**Wiring by layer**

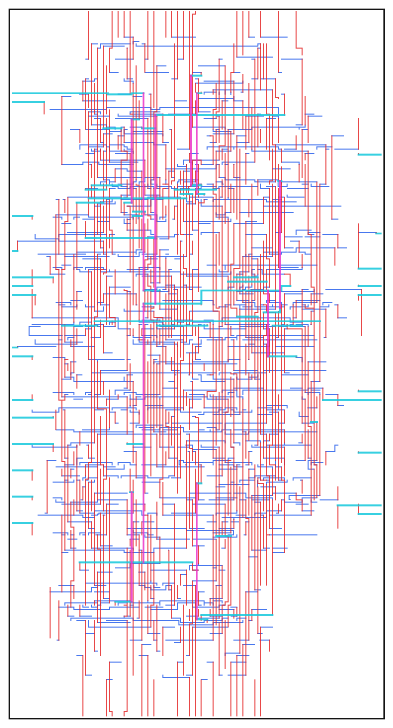
**Met3 routing**

Cells faint in the background.
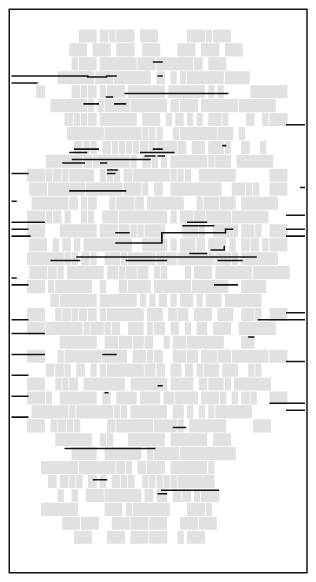
**Wiring heat map**

Scale bar: 20 um. The die is cut into 12 by 22 equal tiles; white is low, dark blue is high, scaled to the fullest tile. Values are wire area over tile area, all layers added.
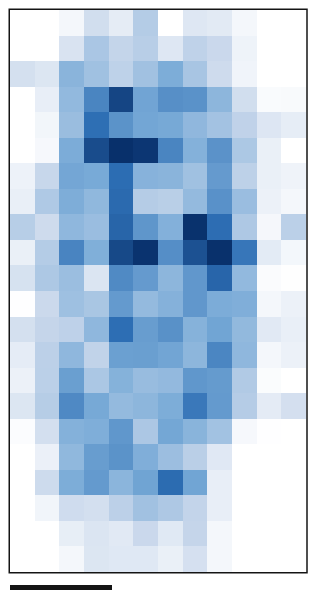
**The clock network**

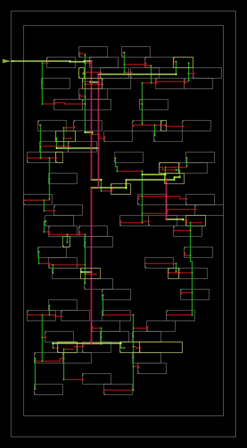
**Clock network drawn from the DEF**

Scale bar: 20 um.
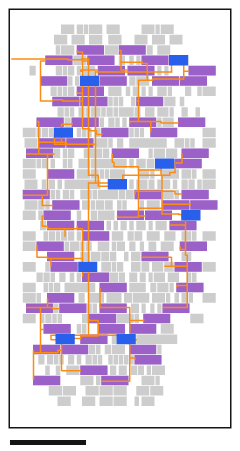
**config.mk**
```make
export PLATFORM = sky130hd
export DESIGN_NAME = bch_31_encoder
export DESIGN_NICKNAME = d
export VERILOG_FILES = /design/src/rtl/bch_31_encoder.sv
export SDC_FILE = /design/constraint.sdc
export NUM_CORES = 1
export LEC_CHECK = 0
export CORE_ASPECT_RATIO = 2
export CORE_MARGIN = 3
export CORE_UTILIZATION = 54
export DETAILED_ROUTE_END_ITERATION = 7
export HOLD_SLACK_MARGIN = 0.03
export PLACE_DENSITY = 0.94
export REMOVE_ABC_BUFFERS = 1
export SLEW_MARGIN = 40
export SYNTH_ARGS = -nofsm -noshare
export SYNTH_HDL_FRONTEND = slang
export SYNTH_SLANG_ARGS = --single-unit
```
**constraint.sdc**
```tcl
create_clock -name clk -period 3.27 [get_ports clk]
set_clock_uncertainty 0.05 [all_clocks]
set_input_delay 0.981 -clock clk [delete_from_list [all_inputs] [get_ports clk]]
set_output_delay 0.981 -clock clk [all_outputs]
set_load 0.01 [all_outputs]
```
**src/rtl/bch_31_encoder.sv**
```systemverilog
// Systematic BCH(31,21) t=2 encoder: bit-serial LFSR parity generation over the
// generator x^10+x^9+x^8+x^6+x^5+x^3+1, with valid/ready on both sides.
module bch_31_encoder #(
  parameter int          K        = 21,
  parameter int          N        = 31,
  parameter logic [10:0] GEN_POLY = 11'h769
) (
  input  logic         clk,
  input  logic         rst,
  input  logic [K-1:0] msg_i,
  input  logic         msg_valid_i,
  output logic         msg_ready_o,
  output logic [N-1:0] codeword_o,
  output logic         cw_valid_o,
  input  logic         cw_ready_i,
  output logic         busy_o,
  output logic [1:0]   dbg_state
);

  // Handshake rule for both ports: a transfer happens on a rising edge where
  // valid and ready are both high; valid, once raised, is held with stable data
  // until that edge. Both ready/valid outputs are pure decodes of the state reg.

  typedef enum logic [1:0] {
    IDLE  = 2'd0,
    SHIFT = 2'd1,
    OUT   = 2'd2
  } state_t;

  state_t         state, state_n;
  logic [K-1:0]   msg_q, msg_n;
  logic [9:0]     par_q, par_n;
  logic [4:0]     cnt_q, cnt_n;
  logic [N-1:0]   cw_q, cw_n;
  logic           fb;
  logic [9:0]     par_shift;

  always_ff @(posedge clk) begin
    if (rst) begin
      state <= IDLE;
      msg_q <= '0;
      par_q <= '0;
      cnt_q <= '0;
      cw_q  <= '0;
    end else begin
      state <= state_n;
      msg_q <= msg_n;
      par_q <= par_n;
      cnt_q <= cnt_n;
      cw_q  <= cw_n;
    end
  end

  // Division step: feed the current message bit (MSB first) into the remainder.
  assign fb        = msg_q[cnt_q] ^ par_q[9];
  assign par_shift = {par_q[8:0], 1'b0} ^ (fb ? GEN_POLY[9:0] : 10'h000);

  always_comb begin
    state_n = state;
    msg_n   = msg_q;
    par_n   = par_q;
    cnt_n   = cnt_q;
    cw_n    = cw_q;
    case (state)
      IDLE: begin
        if (msg_valid_i) begin
          msg_n   = msg_i;
          par_n   = '0;
          cnt_n   = 5'(K - 1);
          state_n = SHIFT;
        end
      end
      SHIFT: begin
        par_n = par_shift;
        if (cnt_q == 5'd0) begin
          cw_n    = {msg_q, par_shift};
          state_n = OUT;
        end else begin
          cnt_n = cnt_q - 5'd1;
        end
      end
      OUT: begin
        if (cw_ready_i) state_n = IDLE;
      end
      default: state_n = IDLE;
    endcase
  end

  assign msg_ready_o = (state == IDLE);
  assign cw_valid_o  = (state == OUT);
  assign busy_o      = (state == SHIFT) || (state == OUT);
  assign codeword_o  = cw_q;
  assign dbg_state   = state;

endmodule

```
==> run_results.csv <==
group,metric,value,unit
final_layout,area_delta_synth_final,27.1,%
sta,setup_viol,0,
power,powerDensity,798,mW/mm2
clock_tree,cts_buffers,9,
hold_path,min_to,"codeword_o[2]",
worst_setup_path,critPathCaptureType,"primary output",
final_layout,fin_nets,431,
detailed_routing,dr.pass1.iters,5,
hold_path,holdPathStages,2,
clock_tree,clk_pin_slew,0.07,ns
die,die_area,0.00636,mm2
clock_tree,cts_max_level,3,
placed_design,placedCellCount,449,
sta,fin_ws,0.454,ns
placed_design,place_hpwl,4.93,mm
worst_setup_path,cp-endpoint,"msg_ready_o",
die,fp_util,56.1,%
worst_setup_path,r2r_start,"cnt_q[0]",
power,power.total,0.00295,W
synthesis,synth-edff-count,0,
synthesis,syn-instance-count,350,
synthesis,synth_chip_area,0.00291,mm2
power,cellLeakagePower,1.33,nW
grt,grt_pass1_vias,2494,
hold_path,hp-class,"flop to flop",
worst_setup_path,critPathMaxFanout,11,
final_layout,fin_area,0.00370,mm2
detailed_routing,drt-initial-drc-count,112,
die,ioPinCount,61,
sta,slew_headroom,47.6,%
worst_setup_path,rrSetupSlack,0.64,ns
final_layout,final.fill_count,386,
clock_tree,ctsResizeCount,0,
clock_tree,cts_tree,"done",
sta,hold_ws,0.401,ns
final_layout,logic_area,0.00139,mm2
grt,use_met2,41.7,%
status,status,"completed",
final_layout,final_common_cell,"nand2_1",
placed_design,gp_congestion,0.821,
grt,antenna_found_initial,0,
placed_design,placed_cell_area,0.00350,mm2
clock_tree,cts_root_buf,"clkbuf_8",
grt,gr-usage-met1,22.1,%
synthesis,yosysWarnings,0,
die,num_rows,37,
synthesis,ys_cells,350,
grt,top_usage_layer,"met2",
sta,slew_viol_final,0,
synthesis,async_flop_share,0,%
clock_tree,cts_setup_buffers,0,
placed_design,dp_slack,0.521,ns
synthesis,synth_top_flop_cell,"dfxtp_1",
sta,finalHoldViolations,0,
sta,period_needed,2.82,ns
job,maxCapViolations,0,
die,core_area,0.00518,mm2
synthesis,ys_ff,69,
synthesis,ys_seq_share,47.5,%
detailed_routing,viasPerCell,5.60,
sta,fmax,355,MHz
sta,tightest_slew,0.785,ns
job,warning_count,27,
final_layout,fin_util,71.3,%
sta,period_used_share,86.1,%
worst_setup_path,arrival,1.79,ns
grt,grt_max_degree,45,
worst_setup_path,critPathKind,"flop to primary output",
synthesis,synth_cell_types,38,
clock_tree,clockBufferDepth,2,
synthesis,netlist_area,0.00291,mm2
power,peakVddDrop,527,uV
detailed_routing,drc_errors,0,
worst_setup_path,r2r_cells,7,
synthesis,syn_avg_cell_area,8.31,um2
final_layout,drive_gt1_share,7.62,%
sta,fin_setup_tns,0,ns
final_layout,diodes,0,
final_layout,regArea,0.00138,mm2
final_layout,final_cell_count_no_fill,465,
hold_path,min_from,"codeword_o[2]",
die,chipHeight,110,um
grt,gr-total-overflow,0,
placed_design,io_buffers,60,
worst_setup_path,startpoint,"dbg_state[1]",
die,dieWidth,57.9,um
About 'wiring by layer':
Key: metal 4 = magenta [wire length 214 um]; metal 2 = red [wire length 4010 um]; metal 3 = cyan [wire length 333 um]; metal 1 = blue [wire length 2460 um]
Total GRT Usage: 22.8%
Via Count: 2604
Routed WL per cell: 15.1 um
Routed WL: 7.02 mm

About 'met3 routing':
The wires run mostly horizontal. The layer holds 4.7% of the routed length. 47 nets have wire on it. The longest straight run is 35.0 um. The layer carries 333 um of wire.
met3 Resource Use GR: 4.58%

About 'wiring heat map':
The mean over all tiles is 0.18. The fullest tile reaches 0.58. The densest ninth of the die: centre. 23% of the tiles are over half the peak. 16% of the tiles are nearly empty. The emptiest ninth of the die: lower right.

About 'the clock network':
clk pwr: 0.000675 W
clkbuf count: 12
CTS sink cnt: 69

About 'clock network drawn from the DEF':
Key: flip-flops = purple [count 69]; clock wires = orange [length 737 um]; clock drivers = blue [count 9]
Position of the flops: spread over the die.
Clk pwr share: 22.9%
clk latency late pin: 0.35 ns

==> state kept, by name, indices dropped and copies added (netlist names) <==
name and flops:
cnt_q 5, codeword_o 31, dbg_state 2, msg_q 21, par_q 10
==> worst max-delay path, cell delays in order (launching register included) <==
cell	delay [ns]
dfxtp_1	0.36
inv_1	0.11
ha_1	0.37
clkdlybuf4s50_1	0.61
==> final cells by class <==
class	instances	share of cell area [%]
repair buffers	64	16.9
inverters	9	0.914
clock inverters	4	1.29
flip-flops and latches	69	37.4
well taps	58	1.96
multi-input cells	249	37.6
clock buffers	12	3.93
==> logic make-up after synthesis <==
family                   after synthesis  synth area share [%]
adder cells (fa/ha/maj)                4                  1.72
XOR/XNOR                               9                  3.36
AND-OR/OR-AND                         78                  16.4
AND/OR/NAND/NOR                      146                  20.9
multiplexers                          12                  5.29
flip-flops                            69                  47.5
buffers and inverters                 32                  4.77
==> layer usage <==
metal | share of wire, % | up-vias
met4 | 3.0 | 0
li1 | - | 1270
met2 | 57 | 86
met1 | 35 | 1225
met5 | 0 | -
met3 | 4.7 | 23
==> report_power, final <==
part / total, W / switching [W] / leakage, nW / internal (W)
clock: 0.000675 / 0.000304 / 0.0964 / 0.000371
combinational: 0.00113 / 0.000625 / 0.669 / 0.000508
sequential: 0.00114 / 0.000160 / 0.561 / 0.000981
total: 0.00295 / 0.00109 / 1.33 / 0.00186
==> synthesized netlist by cell type (4+ instances only) <==
library cell,instances,area share [%]
clkbuf_1,19,2.5
xor2_1,5,1.5
a22o_1,4,1.2
a21oi_1,56,9.6
nor2_1,27,3.5
ha_1,4,1.7
nand2_1,98,13
o21a_1,4,1.0
mux2_2,4,1.5
a221oi_1,4,1.2
dfxtp_1,69,47
inv_1,9,1.2
nor3b_1,5,1.3
mux2i_1,6,2.1
Power figures rest on the tool's default switching activity, not on a simulated workload.
